### src/rtl/week_4_vector_sweeper_pkg.sv
// ---------------------------------------------------------------------------
// week_4_pkg
// Shared constants for the Week 4 exhaustive vector sweeper:
//   - FSM state encodings (IDLE, SETTLE, SAMPLE, DONE)
//   - MISR feedback polynomial
//   - default input count and the resulting sweep length
// ---------------------------------------------------------------------------
package week_4_pkg;

  // FSM state encodings, kept as plain constants for legacy tool flows
  typedef logic [1:0] state_t;
  localparam state_t ST_IDLE   = 2'd0;
  localparam state_t ST_SETTLE = 2'd1;
  localparam state_t ST_SAMPLE = 2'd2;
  localparam state_t ST_DONE   = 2'd3;

  // CRC-16/CCITT polynomial used for the response signature
  localparam logic [15:0] POLY = 16'h1021;

  // Default drawing has seven inputs A..G
  localparam int DEF_N_IN  = 7;
  localparam int SWEEP_LEN = 1 << DEF_N_IN;

endpackage

### src/rtl/week_4_vector_sweeper_misr.sv
// ---------------------------------------------------------------------------
// week_4_misr
// Single-input MISR that folds one response bit per enabled cycle into a
// Galois-style shift signature.
// Ports:
//   clk   in   rising-edge clock
//   rst   in   synchronous active-high reset, forces signature to zero
//   clear in   seeds the signature with all ones (start of a sweep)
//   en    in   fold din into the signature this cycle
//   din   in   response bit
//   sig   out  current signature
// ---------------------------------------------------------------------------
module week_4_misr #(
  parameter int                 SIG_W = 16,
  parameter logic [SIG_W-1:0]   POLY  = 16'h1021
) (
  input  logic             clk,
  input  logic             rst,
  input  logic             clear,
  input  logic             en,
  input  logic             din,
  output logic [SIG_W-1:0] sig
);

  // One MISR step: shift left, apply feedback when the MSB falls out, xor input
  function automatic logic [SIG_W-1:0] misr_step(input logic [SIG_W-1:0] cur,
                                                 input logic             bit_in);
    logic [SIG_W-1:0] fb;
    fb = cur[SIG_W-1] ? POLY : {SIG_W{1'b0}};
    return {cur[SIG_W-2:0], 1'b0} ^ fb ^ {{(SIG_W-1){1'b0}}, bit_in};
  endfunction

  // Signature register; reset beats clear, clear beats update
  always_ff @(posedge clk) begin
    if (rst) begin
      sig <= {SIG_W{1'b0}};
    end else if (clear) begin
      sig <= {SIG_W{1'b1}};
    end else if (en) begin
      sig <= misr_step(sig, din);
    end else begin
      sig <= sig;
    end
  end

endmodule

### src/rtl/week_4_vector_sweeper.sv
// ---------------------------------------------------------------------------
// week_4_vector_sweeper
// Exhaustive stimulus generator and response checker for a 7-input
// combinational block. Walks every input vector, holds each for
// SETTLE_CYCLES, then samples DUT vs golden output for one cycle.
// Ports:
//   clk, rst           clock, synchronous active-high reset
//   start              begin a sweep (honoured only in IDLE or DONE)
//   vec                stimulus, vec[6]=A ... vec[0]=G
//   dut_y, ref_y       DUT output and golden-model output for vec
//   busy, done         sweep in progress / sweep finished (held)
//   pass_count         vectors where dut_y == ref_y
//   fail_count         vectors where dut_y != ref_y
//   first_fail_valid   a mismatch has been seen this sweep
//   first_fail_vec     vector of the first mismatch
//   signature          MISR of dut_y over the sweep
// ---------------------------------------------------------------------------
module week_4_vector_sweeper
  import week_4_pkg::*;
#(
  parameter int N_IN          = 7,
  parameter int SETTLE_CYCLES = 2,
  parameter int SIG_W         = 16
) (
  input  logic             clk,
  input  logic             rst,
  input  logic             start,
  output logic [N_IN-1:0]  vec,
  input  logic             dut_y,
  input  logic             ref_y,
  output logic             busy,
  output logic             done,
  output logic [N_IN:0]    pass_count,
  output logic [N_IN:0]    fail_count,
  output logic             first_fail_valid,
  output logic [N_IN-1:0]  first_fail_vec,
  output logic [SIG_W-1:0] signature
);

  // Counter holds SETTLE_CYCLES-1 .. 0, so SETTLE lasts exactly SETTLE_CYCLES
  localparam logic [3:0]      SETTLE_LOAD = 4'(SETTLE_CYCLES - 1);
  localparam logic [N_IN-1:0] VEC_LAST    = {N_IN{1'b1}};
  localparam logic [N_IN-1:0] VEC_ONE     = {{(N_IN-1){1'b0}}, 1'b1};
  localparam logic [N_IN:0]   CNT_ONE     = {{N_IN{1'b0}}, 1'b1};

  state_t     state;
  logic [3:0] settle_cnt;
  logic       start_ok;
  logic       sample_en;

  // start is only meaningful when no sweep is running
  assign start_ok  = start && ((state == ST_IDLE) || (state == ST_DONE));
  assign sample_en = (state == ST_SAMPLE);

  // Sweep FSM, vector generator and pass/fail bookkeeping
  always_ff @(posedge clk) begin
    if (rst) begin
      state            <= ST_IDLE;
      settle_cnt       <= 4'd0;
      vec              <= {N_IN{1'b0}};
      busy             <= 1'b0;
      done             <= 1'b0;
      pass_count       <= {(N_IN+1){1'b0}};
      fail_count       <= {(N_IN+1){1'b0}};
      first_fail_valid <= 1'b0;
      first_fail_vec   <= {N_IN{1'b0}};
    end else begin
      case (state)
        ST_IDLE, ST_DONE: begin
          if (start_ok) begin
            state            <= ST_SETTLE;
            settle_cnt       <= SETTLE_LOAD;
            vec              <= {N_IN{1'b0}};
            busy             <= 1'b1;
            done             <= 1'b0;
            pass_count       <= {(N_IN+1){1'b0}};
            fail_count       <= {(N_IN+1){1'b0}};
            first_fail_valid <= 1'b0;
            first_fail_vec   <= {N_IN{1'b0}};
          end else begin
            state <= state;
          end
        end
        ST_SETTLE: begin
          if (settle_cnt == 4'd0) begin
            state <= ST_SAMPLE;
          end else begin
            settle_cnt <= settle_cnt - 4'd1;
          end
        end
        ST_SAMPLE: begin
          if (dut_y == ref_y) begin
            pass_count <= pass_count + CNT_ONE;
          end else begin
            fail_count <= fail_count + CNT_ONE;
            if (!first_fail_valid) begin
              first_fail_valid <= 1'b1;
              first_fail_vec   <= vec;
            end else begin
              first_fail_valid <= first_fail_valid;
            end
          end
          // The all-ones vector ends the sweep so vec never wraps
          if (vec == VEC_LAST) begin
            state <= ST_DONE;
            busy  <= 1'b0;
            done  <= 1'b1;
          end else begin
            vec        <= vec + VEC_ONE;
            settle_cnt <= SETTLE_LOAD;
            state      <= ST_SETTLE;
          end
        end
        default: begin
          state <= ST_IDLE;
          busy  <= 1'b0;
          done  <= 1'b0;
        end
      endcase
    end
  end

  week_4_misr #(
    .SIG_W (SIG_W),
    .POLY  (SIG_W'(POLY))
  ) u_misr (
    .clk   (clk),
    .rst   (rst),
    .clear (start_ok),
    .en    (sample_en),
    .din   (dut_y),
    .sig   (signature)
  );

endmodule

### config.mk
export PLATFORM = sky130hd
export DESIGN_NAME = week_4_vector_sweeper
export DESIGN_NICKNAME = d
export VERILOG_FILES = /design/src/rtl/week_4_vector_sweeper_pkg.sv /design/src/rtl/week_4_vector_sweeper_misr.sv /design/src/rtl/week_4_vector_sweeper.sv
export SDC_FILE = /design/constraint.sdc
export NUM_CORES = 1
export LEC_CHECK = 0
export ABC_CLOCK_PERIOD_IN_PS = 2190
export CORE_MARGIN = 10
export CORE_UTILIZATION = 53
export CTS_BUF_LIST = sky130_fd_sc_hd__clkbuf_2 sky130_fd_sc_hd__clkbuf_4 sky130_fd_sc_hd__clkbuf_8
export DETAILED_ROUTE_END_ITERATION = 10
export PLACE_DENSITY = 0.82
export SYNTH_ARGS = -nofsm -noshare
export SYNTH_HDL_FRONTEND = slang
export SYNTH_HIERARCHICAL = 1
export SYNTH_SLANG_ARGS = --single-unit
export TNS_END_PERCENT = 5
### constraint.sdc
create_clock -name clk -period 2.19 [get_ports clk]
set_input_delay 0.219 -clock clk [delete_from_list [all_inputs] [get_ports clk]]
set_output_delay 0.219 -clock clk [all_outputs]
set_load 0.1 [all_outputs]
==> results.cfg <==
; flow metrics
[final_timing]
post-route-period-util = 0.936
worstMarginPinSlew_ns = 0.545
clock_skew_ns = 0.00444
max-slew-margin-rel = 0.637
finalSetupViolCount = 0
timing.final.crit_period_ns = 2.05
maxSlewViolCount = 0
hold_viol_final = 0
hold_slack_ns = 0.221
fmax_mhz = 488
fin_setup_tns_ns = 0
rsz0062_at_grt = false

[die]
core_sq_mm = 0.00504
fp_util = 0.541
die_area_sq_mm = 0.00841
die_x_um = 91.7
die_y_um = 91.7

[layout]
nets = 362
antenna_cells = 0
fin_cells = 420
final_area_sq_mm = 0.00324
n_fill_cell = 439
layout-drive-gt1-share = 0.237
flop_area_sq_mm = 0.00110

[yosys]
synthAoiAreaFrac = 0.216
top_cell_area_share = 0.404
syn_area_per_cell_sq_um = 9.06
top_cells_by_area = dfxtp_1 (40%), a21oi_1 (7.7%), mux2i_1 (5.5%)
synthCells = 301
ys_cells = 301
synth_xor_xnor_area_share = 0.0344
synth_seq_share = 0.404
syn_nets = 314
yosys_area_sq_mm = 0.00273
yosysTopAreaCell = dfxtp_1
synth-warning-count = 6
async_reset_ff_frac = 0
ys_ff = 55
ys_sh_adder = 0.0367
synth_area_sq_mm = 0.00273
edf_count = 0
ys_sh_mux = 0.0592
flop_cell = dfxtp_1

[power_and_ir_drop]
ir_worst_vdd_v = 0.000468
clockPowerShare = 0.186
p_int_mw = 1.68
leakage_nw = 1.20
p_sw_mw = 1.45
p_sw_frac = 0.463
combPwrFrac = 0.431
power_density_mw_per_mm2 = 966
finalPower_mw = 3.13
seq_power_share = 0.383

[clocking]
cts_sinks = 55
htreeDepth = 2
clock_path_buffers = 2
root_buffer = clkbuf_8
cts_tree = done
post-cts-setup-buffers = 0
post_cts_resized = 0
clk_pin_slew_ns = 0.10
holdBufCountCts = 0

[grt]
grt_start_max_net_pins = 41
grt_overflow = 0
grtUsageTotal = 0.156
grt_pass1_vias = 2311

[critical_path]
arrival_ns = 2.30
path_max_fanout = 10
end_kind = register
startpoint_type = register
critPathKind = register to register
r2r_setup_slack_ns = 0.14

[worst_hold_path]
hold_class = input pin to register

[placed_design]
io_buffers = 53
gp_congestion = 0.810
dp.cells = 412
dpl-instance-area_sq_mm = 0.00315
hpwl_um = 4730

[run_status]
outcome = finished, final reports clean

[routing]
viasPerCell = 5.84
wl_per_cell_um = 15.7
first_pass_iters = 4
antenna_left = 0
drt_iter0_drc = 113
drt-total-wl_um = 6600
route.detailed.drc = 0

[flow_run]
warning_count = 29
-- state kept, by name, indices dropped and copies added (netlist names), 2 cells and up --
register	flops
state	2
u_misr/sig	16
settle_cnt	4
fail_count	8
first_fail_vec	7
vec	7
pass_count	8
-- Yosys cell counts (5+ instances only) --
master	n
nand3_1	19
a21oi_1	42
nor2_1	15
nand4_1	10
mux2i_1	15
o31ai_1	5
and3_1	5
a211oi_1	10
ha_1	8
xnor2_1	6
nand2_1	15
dfxtp_1	55
nor3_1	5
clkbuf_1	8
o21ai_0	12
inv_1	11
-- metrics by stage --
| stage | util | setup slack [ns] |
|---|---|---|
| 4_1_cts | 0.643 | 0.137 |
| 2_1_floorplan | - | 0.0802 |
| 3_3_place_gp | 0.624 | 0.210 |
| 3_5_place_dp | 0.624 | 0.175 |
| 5_1_grt | 0.643 | 0.00229 |
| 6_report | 0.643 | 0.140 |
-- layout make-up --
cell class | instances | area share
Clock buffer | 5 | 0.0212
Clock inverter | 3 | 0.00772
Inverter | 11 | 0.0127
Multi-Input combinational cell | 218 | 0.455
Sequential cell | 55 | 0.340
Tap cell | 70 | 0.0270
Timing Repair Buffer | 58 | 0.136
-- power by group through the flow --
stage	Sequential, mW	Clock [mW]	Combinational (mW)
floorplan	1.74	0	0.590
global placement	1.22	0	1.33
detailed placement	1.22	0	1.35
CTS	1.20	0.599	1.35
global route	1.22	0.635	1.44
finish	1.20	0.581	1.35
-- critical path: stages (launching register included) --
cell and delay, ns:
dfxtp_1 0.40, inv_1 0.06, ha_1 0.36, or2b_1 0.40
nand2_1 0.20, or4_1 0.42, a21oi_1 0.15
-- layer usage --
layer	GRT usage	wire [um]
met5	0	0
met4	0.0386	57
met3	0.0522	517
met2	0.253	3030
met1	0.194	2990
-- layout by cell type, fill, tap and decap left out, types with 3 or more instances in the layout --
cell type        netlist  routed
a31oi_1                3       3
nor2b_1                3       3
clkbuf_8               0       5
nand4_1               10      10
o31ai_1                5       5
a211oi_2               4       4
ha_1                   8       8
nor3_1                 5       5
nor2_1                15      15
xnor2_1                6       6
mux2i_1               15      15
nand3_1               19      19
clkdlybuf4s50_1        0       3
inv_1                 11      11
nand2_1               15      15
buf_4                  0      54
or4_1                  3       3
a21oi_2                4       4
a211oi_1              10      10
o21ai_0               12      12
and2_1                 3       3
a21oi_1               42      42
and3_1                 5       5
dfxtp_1               55      53
nor4_1                 3       3
-- worst paths after layout --
path	from	to	cells after the start
setup reg to reg	state[0]	settle_cnt[1]	6
hold reg to reg	first_fail_vec[1]	first_fail_vec[1]	2
setup / recovery	state[0]	settle_cnt[1]	6
hold / removal	rst	pass_count[7]	2
-- kinds of logic (layout without fill, tap and decap cells) --
| group | after synthesis | in the layout |
|---|---|---|
| compound gates | 91 | 91 |
| simple gates | 94 | 94 |
| xor+xnor | 9 | 9 |
| buf+inv | 28 | 77 |
| mux | 16 | 16 |
| flops | 55 | 55 |
| fa+ha+maj | 8 | 8 |
gates.png
(3 px per um)
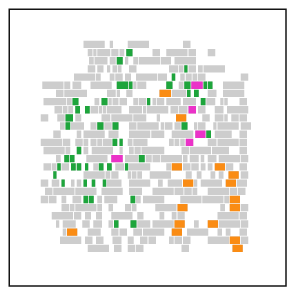
colour	family	cells
magenta	non-inverting ao/oa cells	5
green	nand cells	47
orange	mux cells	16

clock_nets.png
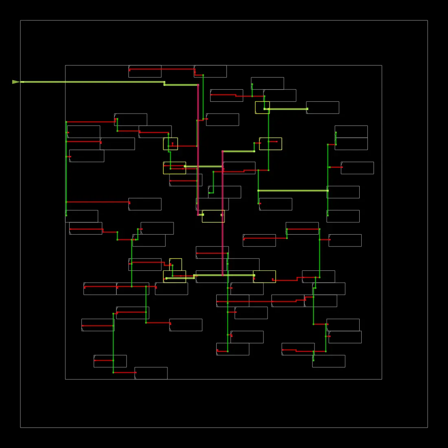
clk ins delay skew pair: 0.31 ns
sequential cells: 55

m3.png
(4 px per um)
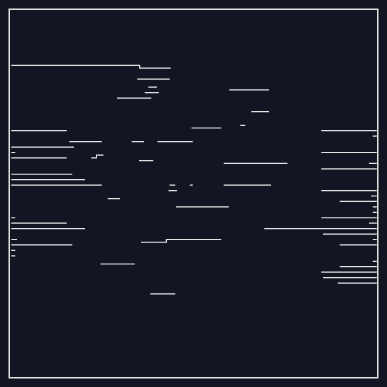
wire length on this layer	518 um
share of all routed wire	7.9%
main direction	horizontal
longest straight run	32.0 um
nets with wire on the layer	53

layers.png
(3 px per um)
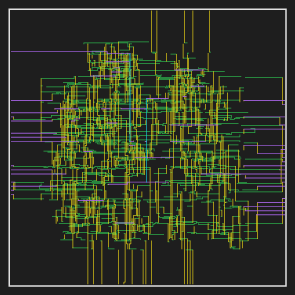
colour	layer	wire length
green	M1	2990 um
purple	M3	518 um
cyan	M4	57.1 um
yellow	M2	3030 um

clock_wires.png
(4 px per um)
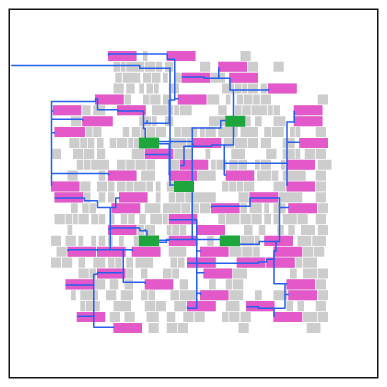
[magenta] flip-flops | count: 55
[green] clock-net drivers | count: 5
[blue] clock wires | length: 654 um
routed clock nets	6

Power and IR drop assume default switching activity.
